--- src/rtl/dram_uart_pkg.sv ---
// Shared definitions for the DRAM read-word UART logger.
//   tx_state_e      : serialiser FSM states
//   UART_DATA_BITS  : data bits per 8N1 character
//   BYTES_PER_WORD  : characters sent per buffered read word
//   calc_baud_div() : clock cycles per UART bit (truncating divide)
package dram_uart_pkg;

  typedef enum logic [1:0] {
    IDLE,
    START,
    DATA,
    STOP
  } tx_state_e;

  localparam int UART_DATA_BITS = 8;
  localparam int BYTES_PER_WORD = 2;

  function automatic int calc_baud_div(input int clk_hz, input int baud);
    return clk_hz / baud;
  endfunction

endpackage

--- src/rtl/dram_rd_uart_tx_sync_fifo.sv ---
// Single-clock word FIFO used to decouple the DRAM read sequencer from the
// much slower UART serialiser.
//   clk, rst_n : core clock, asynchronous active-low reset
//   push       : write wr_data this cycle (ignored when full)
//   pop        : drop the head word this cycle (ignored when empty)
//   wr_data    : word to write
//   rd_data    : current head word (valid while !empty)
//   full/empty : derived from the level counter
//   level      : number of words currently held (0..DEPTH)
module sync_fifo #(
  parameter  int DW    = 16,
  parameter  int DEPTH = 16,
  localparam int AW    = $clog2(DEPTH),
  localparam int LW    = AW + 1
) (
  input  logic          clk,
  input  logic          rst_n,
  input  logic          push,
  input  logic          pop,
  input  logic [DW-1:0] wr_data,
  output logic [DW-1:0] rd_data,
  output logic          full,
  output logic          empty,
  output logic [LW-1:0] level
);

  logic [DW-1:0] mem [DEPTH];
  logic [AW-1:0] wr_ptr;
  logic [AW-1:0] rd_ptr;
  logic          push_ok;
  logic          pop_ok;

  assign full    = (level == LW'(DEPTH));
  assign empty   = (level == '0);
  assign push_ok = push && !full;
  assign pop_ok  = pop && !empty;
  assign rd_data = mem[rd_ptr];

  // NOTE: the storage array has no reset; only the pointers and the level
  // counter define which entries are meaningful, so resetting data buys nothing.
  always_ff @(posedge clk) begin
    if (push_ok) mem[wr_ptr] <= wr_data;
  end

  // NOTE: state is updated with non-blocking assignments so every flop samples
  // the pre-edge values, independent of statement order.
  always_ff @(posedge clk or negedge rst_n) begin
    if (!rst_n) begin
      wr_ptr <= '0;
      rd_ptr <= '0;
      level  <= '0;
    end else begin
      // Pointers are AW bits wide, so they wrap modulo DEPTH by themselves.
      if (push_ok) wr_ptr <= wr_ptr + 1'b1;
      if (pop_ok)  rd_ptr <= rd_ptr + 1'b1;
      case ({push_ok, pop_ok})
        2'b10:   level <= level + 1'b1;
        2'b01:   level <= level - 1'b1;
        default: level <= level;
      endcase
    end
  end

endmodule

--- src/rtl/dram_rd_uart_tx.sv ---
// Buffers 16-bit DRAM read words and serialises each one onto uart_txd as two
// 8N1 characters, high byte first, so a host can log every read word.
//   clk, rst_n : core clock, asynchronous active-low reset
//   rd_data    : DRAM read word
//   rd_valid   : rd_data valid this cycle
//   rd_ready   : FIFO can accept a word
//   ovf_clr    : clears the sticky overflow flag
//   overflow   : sticky, a word arrived while rd_ready was low
//   fifo_level : words currently buffered
//   tx_busy    : serialiser active or words pending
//   word_sent  : one-cycle pulse as the second stop bit of a word ends
//   uart_txd   : registered serial output, idles high
module dram_rd_uart_tx
  import dram_uart_pkg::*;
#(
  parameter  int CLK_HZ     = 200_000_000,
  parameter  int BAUD       = 115200,
  parameter  int FIFO_DEPTH = 16,
  parameter  int DW         = 16,
  localparam int LW         = $clog2(FIFO_DEPTH) + 1
) (
  input  logic          clk,
  input  logic          rst_n,
  input  logic [DW-1:0] rd_data,
  input  logic          rd_valid,
  output logic          rd_ready,
  input  logic          ovf_clr,
  output logic          overflow,
  output logic [LW-1:0] fifo_level,
  output logic          tx_busy,
  output logic          word_sent,
  output logic          uart_txd
);

  localparam int BAUD_DIV = calc_baud_div(CLK_HZ, BAUD);
  localparam int BCW      = (BAUD_DIV > 1) ? $clog2(BAUD_DIV) : 1;

  tx_state_e      state;
  logic [BCW-1:0] baud_cnt;
  logic [2:0]     bit_cnt;
  logic [DW-1:0]  hold;
  logic           byte_sel;
  logic           done_q;

  logic           fifo_full;
  logic           fifo_empty;
  logic [DW-1:0]  fifo_head;
  logic           pop;
  logic           baud_end;
  logic           word_end;
  logic [7:0]     cur_byte;

  sync_fifo #(
    .DW    (DW),
    .DEPTH (FIFO_DEPTH)
  ) u_fifo (
    .clk     (clk),
    .rst_n   (rst_n),
    .push    (rd_valid),
    .pop     (pop),
    .wr_data (rd_data),
    .rd_data (fifo_head),
    .full    (fifo_full),
    .empty   (fifo_empty),
    .level   (fifo_level)
  );

  assign rd_ready = !fifo_full;
  assign tx_busy  = (state != IDLE) || !fifo_empty;
  assign baud_end = (baud_cnt == BCW'(BAUD_DIV - 1));

  // NOTE: every signal written here gets a default first, so no path can leave
  // it unassigned and infer a latch.
  always_comb begin
    word_end = 1'b0;
    pop      = 1'b0;
    cur_byte = hold[15:8];
    if (byte_sel) cur_byte = hold[7:0];
    if (state == STOP && baud_end && byte_sel == 1'(BYTES_PER_WORD - 1))
      word_end = 1'b1;
    // Pop when leaving IDLE, or at the end of a word so the next word follows
    // with no idle gap.
    if (!fifo_empty && (state == IDLE || word_end))
      pop = 1'b1;
  end

  always_ff @(posedge clk or negedge rst_n) begin
    if (!rst_n) begin
      state     <= IDLE;
      baud_cnt  <= '0;
      bit_cnt   <= '0;
      hold      <= '0;
      byte_sel  <= 1'b0;
      done_q    <= 1'b0;
      word_sent <= 1'b0;
      uart_txd  <= 1'b1;
    end else begin
      // The line level is a registered copy of the current state, so each
      // bit lasts exactly BAUD_DIV cycles, one cycle behind the FSM.
      case (state)
        START:   uart_txd <= 1'b0;
        DATA:    uart_txd <= cur_byte[bit_cnt];
        default: uart_txd <= 1'b1;
      endcase

      // Two-stage pulse lines word_sent up with the end of the visible stop
      // bit rather than the end of the FSM STOP state.
      done_q    <= word_end;
      word_sent <= done_q;

      if (state == IDLE || baud_end) baud_cnt <= '0;
      else                           baud_cnt <= baud_cnt + 1'b1;

      case (state)
        IDLE: begin
          if (!fifo_empty) begin
            hold     <= fifo_head;
            byte_sel <= 1'b0;
            state    <= START;
          end
        end
        START: begin
          if (baud_end) begin
            bit_cnt <= '0;
            state   <= DATA;
          end
        end
        DATA: begin
          if (baud_end) begin
            if (bit_cnt == 3'(UART_DATA_BITS - 1)) state <= STOP;
            else                                   bit_cnt <= bit_cnt + 1'b1;
          end
        end
        STOP: begin
          if (baud_end) begin
            if (!byte_sel) begin
              byte_sel <= 1'b1;
              state    <= START;
            end else if (!fifo_empty) begin
              hold     <= fifo_head;
              byte_sel <= 1'b0;
              state    <= START;
            end else begin
              state <= IDLE;
            end
          end
        end
        default: state <= IDLE;
      endcase
    end
  end

  // A new overflow in the same cycle as ovf_clr wins.
  always_ff @(posedge clk or negedge rst_n) begin
    if (!rst_n)                    overflow <= 1'b0;
    else if (rd_valid && !rd_ready) overflow <= 1'b1;
    else if (ovf_clr)              overflow <= 1'b0;
  end

endmodule

--- config.mk ---
export PLATFORM = sky130hd
export DESIGN_NAME = dram_rd_uart_tx
export DESIGN_NICKNAME = d
export VERILOG_FILES = /design/src/rtl/dram_uart_pkg.sv /design/src/rtl/dram_rd_uart_tx_sync_fifo.sv /design/src/rtl/dram_rd_uart_tx.sv
export SDC_FILE = /design/constraint.sdc
export NUM_CORES = 1
export LEC_CHECK = 0
export ABC_AREA = 1
export CAP_MARGIN = 10
export CORE_ASPECT_RATIO = 0.6
export CORE_MARGIN = 2
export CORE_UTILIZATION = 38
export CTS_CLUSTER_SIZE = 40
export DETAILED_ROUTE_END_ITERATION = 7
export HOLD_SLACK_MARGIN = 0.15
export PLACE_DENSITY_LB_ADDON = 0.05
export SKIP_LAST_GASP = 1
export SLEW_MARGIN = 20
export SYNTH_ARGS = -nofsm -noshare
export SYNTH_HDL_FRONTEND = slang
export SYNTH_SLANG_ARGS = --single-unit
--- constraint.sdc ---
create_clock -name clk -period 2.6 [get_ports clk]
set_input_delay 0.78 -clock clk [delete_from_list [all_inputs] [get_ports clk]]
set_output_delay 0.78 -clock clk [all_outputs]
set_load 0.05 [all_outputs]
==> notes.md <==
Synthesis and place-and-route results.

- The reported max-cap violation count is 0.
- The cell sequence reported for the critical path is clkdlybuf4s50_1.
- Between the synthesized netlist and the finished layout, the area growth was recorded as 17.8%.
- Of the total synthesized cell area, the portion taken by AND, OR, NAND and NOR gates is 23.2%.
- The final timing report counts setup violations totalling 0.
- The routed design shows a via density per instance of ~4.8.
- Per the CTS log, the root buffer master is sky130_fd_sc_hd__clkbuf_16.
- The via count of the first global-routing pass is roughly 8800.
- For this block, the initial DRC count from the detailed router was roughly 890.
- The portion of the post-synthesis area used by sequential elements is 64.8%.
- The launching element type of the critical path is a register.
- Summed over the clock group, the power is around 4 mW.
- The post-placement cell area is between 0.015 and 0.02 sq mm.
- Clock cells make up 5.47% of the layout cell area.
- The share of synthesized cell area in full adder, half adder and majority cells is 1.69%.
- The clock transition at the registers of the reported paths is approximately 60 ps.
- The internal portion of total power is about 10 mW.
- The fraction of area in non-clock buffers is under 10%.
- The worst setup path startpoint is u_fifo.level[3]$_DFFE_PN0P_.
- The area occupied by multi-input gates is between 0.003 and 0.004 sq mm.
- The flow ran to the end, and the final reports show no timing, DRC or antenna violations.
- The tightest hold path in the finished design has a slack of approximately 190 ps.
- The final instance count without filler cells is 1983.
- TritonCTS built the clock tree.
- After the last flow step, the layout net total stands at ~1500.
- The chip area line of the yosys report is 0.0138 sq mm.
- The synthesis stats list as the most numerous cell sky130_fd_sc_hd__nand2_1.
- Clock tree synthesis found a total of a little over 300 sinks.
- The row count is ~53.
- The endpoint required time on the critical path is 1820 ps.
- Looking at the post-CTS report, the setup buffer insertion count equals 0.
- The largest net degree at the start of global routing is roughly 95.
- The class occupying the most area after layout is reported as flip-flops and latches.
- The peak-usage layer in the global routing report is met1.
- The number of antenna violations at the first check in global routing is 2.
- In this run the number of cells on the critical path is 1.
- STA reports the tightest min-delay check as being of type input port to async pin.
- STA reports a reg2reg setup slack of around 210 ps.
- The detailed-route wire length on metal 1 is roughly 19 mm.
- The flow reports an fmax of just under 400 MHz.
- The final design instance area without fill is 0.0162 sq mm.
- In this run switching power makes up around two fifths of total power.
- The number of fillers in the final layout is between 3000 and 4000.
- The cell with the biggest individual delay on the critical path is sky130_fd_sc_hd__clkdlybuf4s50_1.
- VDD sags by at most around 0.00056 V.
- The count of non-CTS inverters in the layout is 246.
- Pins over their slew limit in the final report were tallied at 0.
- The met3 usage is between 2 and 3%.
- The number of different library cells used by synthesis comes to 34.
- The worst setup path is of the register to output pin kind.
- For this run, the script counts the antenna cells in the layout as 0.
- Of all power groups, the one with the highest power is combinational cells.
- The multi-input gate share of the layout cell area is between 20% and 30%.
- Routability-driven placement finished with a final weighted congestion of about 0.8.
- The most common flop cell mapped by yosys is sky130_fd_sc_hd__edfxtp_1.
- Summing the areas of all xor and xnor instances in the mapped netlist gives less than 1% of the synthesized area.
- The kind of cell with the highest combined delay along the critical path is buffers and inverters.
- The buffer and inverter count on the worst path is 1.
- The number of OpenROAD warnings is 36.
- At floorplan, the net count of the design was reported as ~1400.
- The highest signal layer in the routed design is met4.
- The clock network latency to the later pin of the worst-skew pair is roughly 570 ps.
- The register with the most flip-flops in the layout has roughly 260 of them.
- The first global-routing pass estimated 55.5 mm of wire.
- The share of the synthesized area in the top cell type is between 50 and 60%.
- In this run, the synthesized area fraction spent on AND-OR/OR-AND gates is recorded as 0.717%.
- The largest register by flop count is u_fifo.mem.
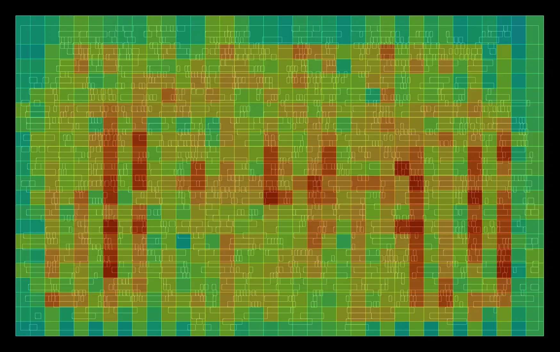
Fig. 1. Routing congestion.
Global Route met1 Usage: 31.2%
gr usage total: 19.5%

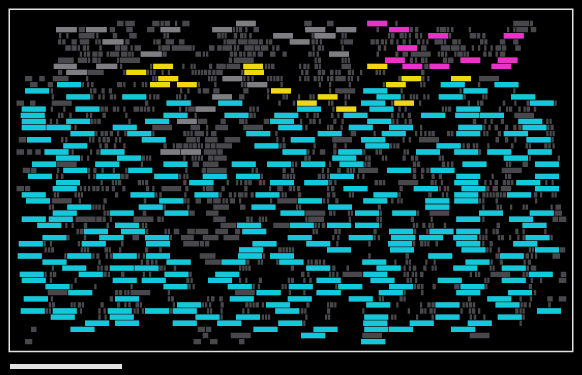
Fig. 2. Where the registers sit.
The bar under the picture is 50 microns long. Other sequential cells in the stronger grey, the rest of the logic in the fainter grey.
Key: baud_cnt = magenta [sequential cells 11, where top right]; u_fifo.mem = cyan [sequential cells 256]; hold = yellow [sequential cells 16, where top middle]
final core utilization: 45.9%
reported sequential group power: 6.32 mW
sequential fraction of total cell area: 55.1%
flip-flop and latch area: 0.00895 sq mm

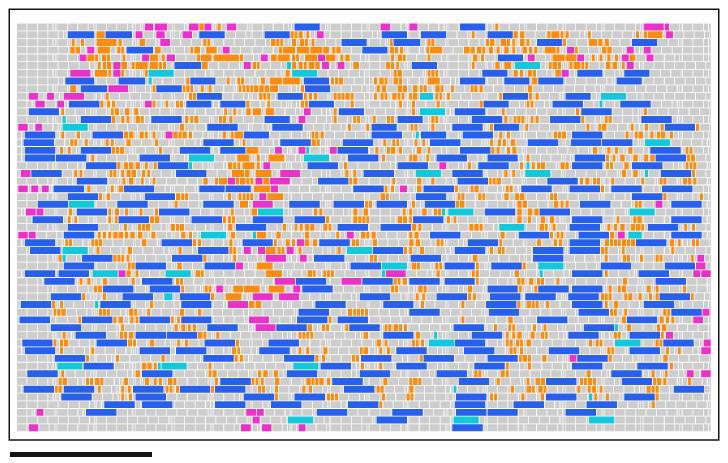
Fig. 3. Placement by cell class.
The bar under the picture is 50 microns long. Fill, decap, tap and diode cells in grey.
Key: clock drivers and dummy loads = cyan [cells 54]; all other logic = orange [cells 1045]; other buffers and delay cells = magenta [cells 111]; flops = blue [cells 306]

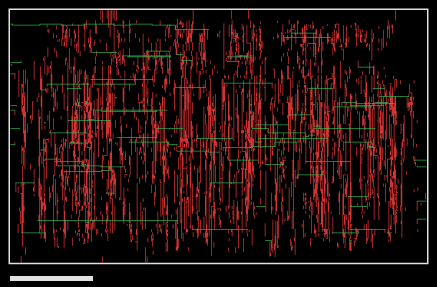
Fig. 4. Metal layers overlaid.
The bar under the picture is 50 microns long. Only two layers are drawn.
Key: met2 = red [wire length 14500 microns]; met3 = green [wire length 1510 microns]
average routed wire per standard cell: 18.0 microns
via count of the routed design: 9449
total length of routed wires: 35.7 mm

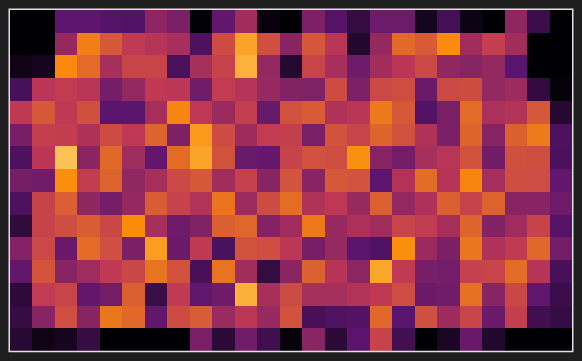
Fig. 5. Local utilization.
25 x 15 tiles, from black (low) to pale yellow (high), 0 to 100% covered.
The fullest tile reaches 87%. 3.2% of the tiles are over 75% full. The mean over all tiles is 41%. 5.9% of the tiles are nearly empty.
Placeable Area: 0.0353 sq mm
starting utilization of the core area: 39.0%

Power figures rest on the tool's default switching activity, not on a simulated workload.
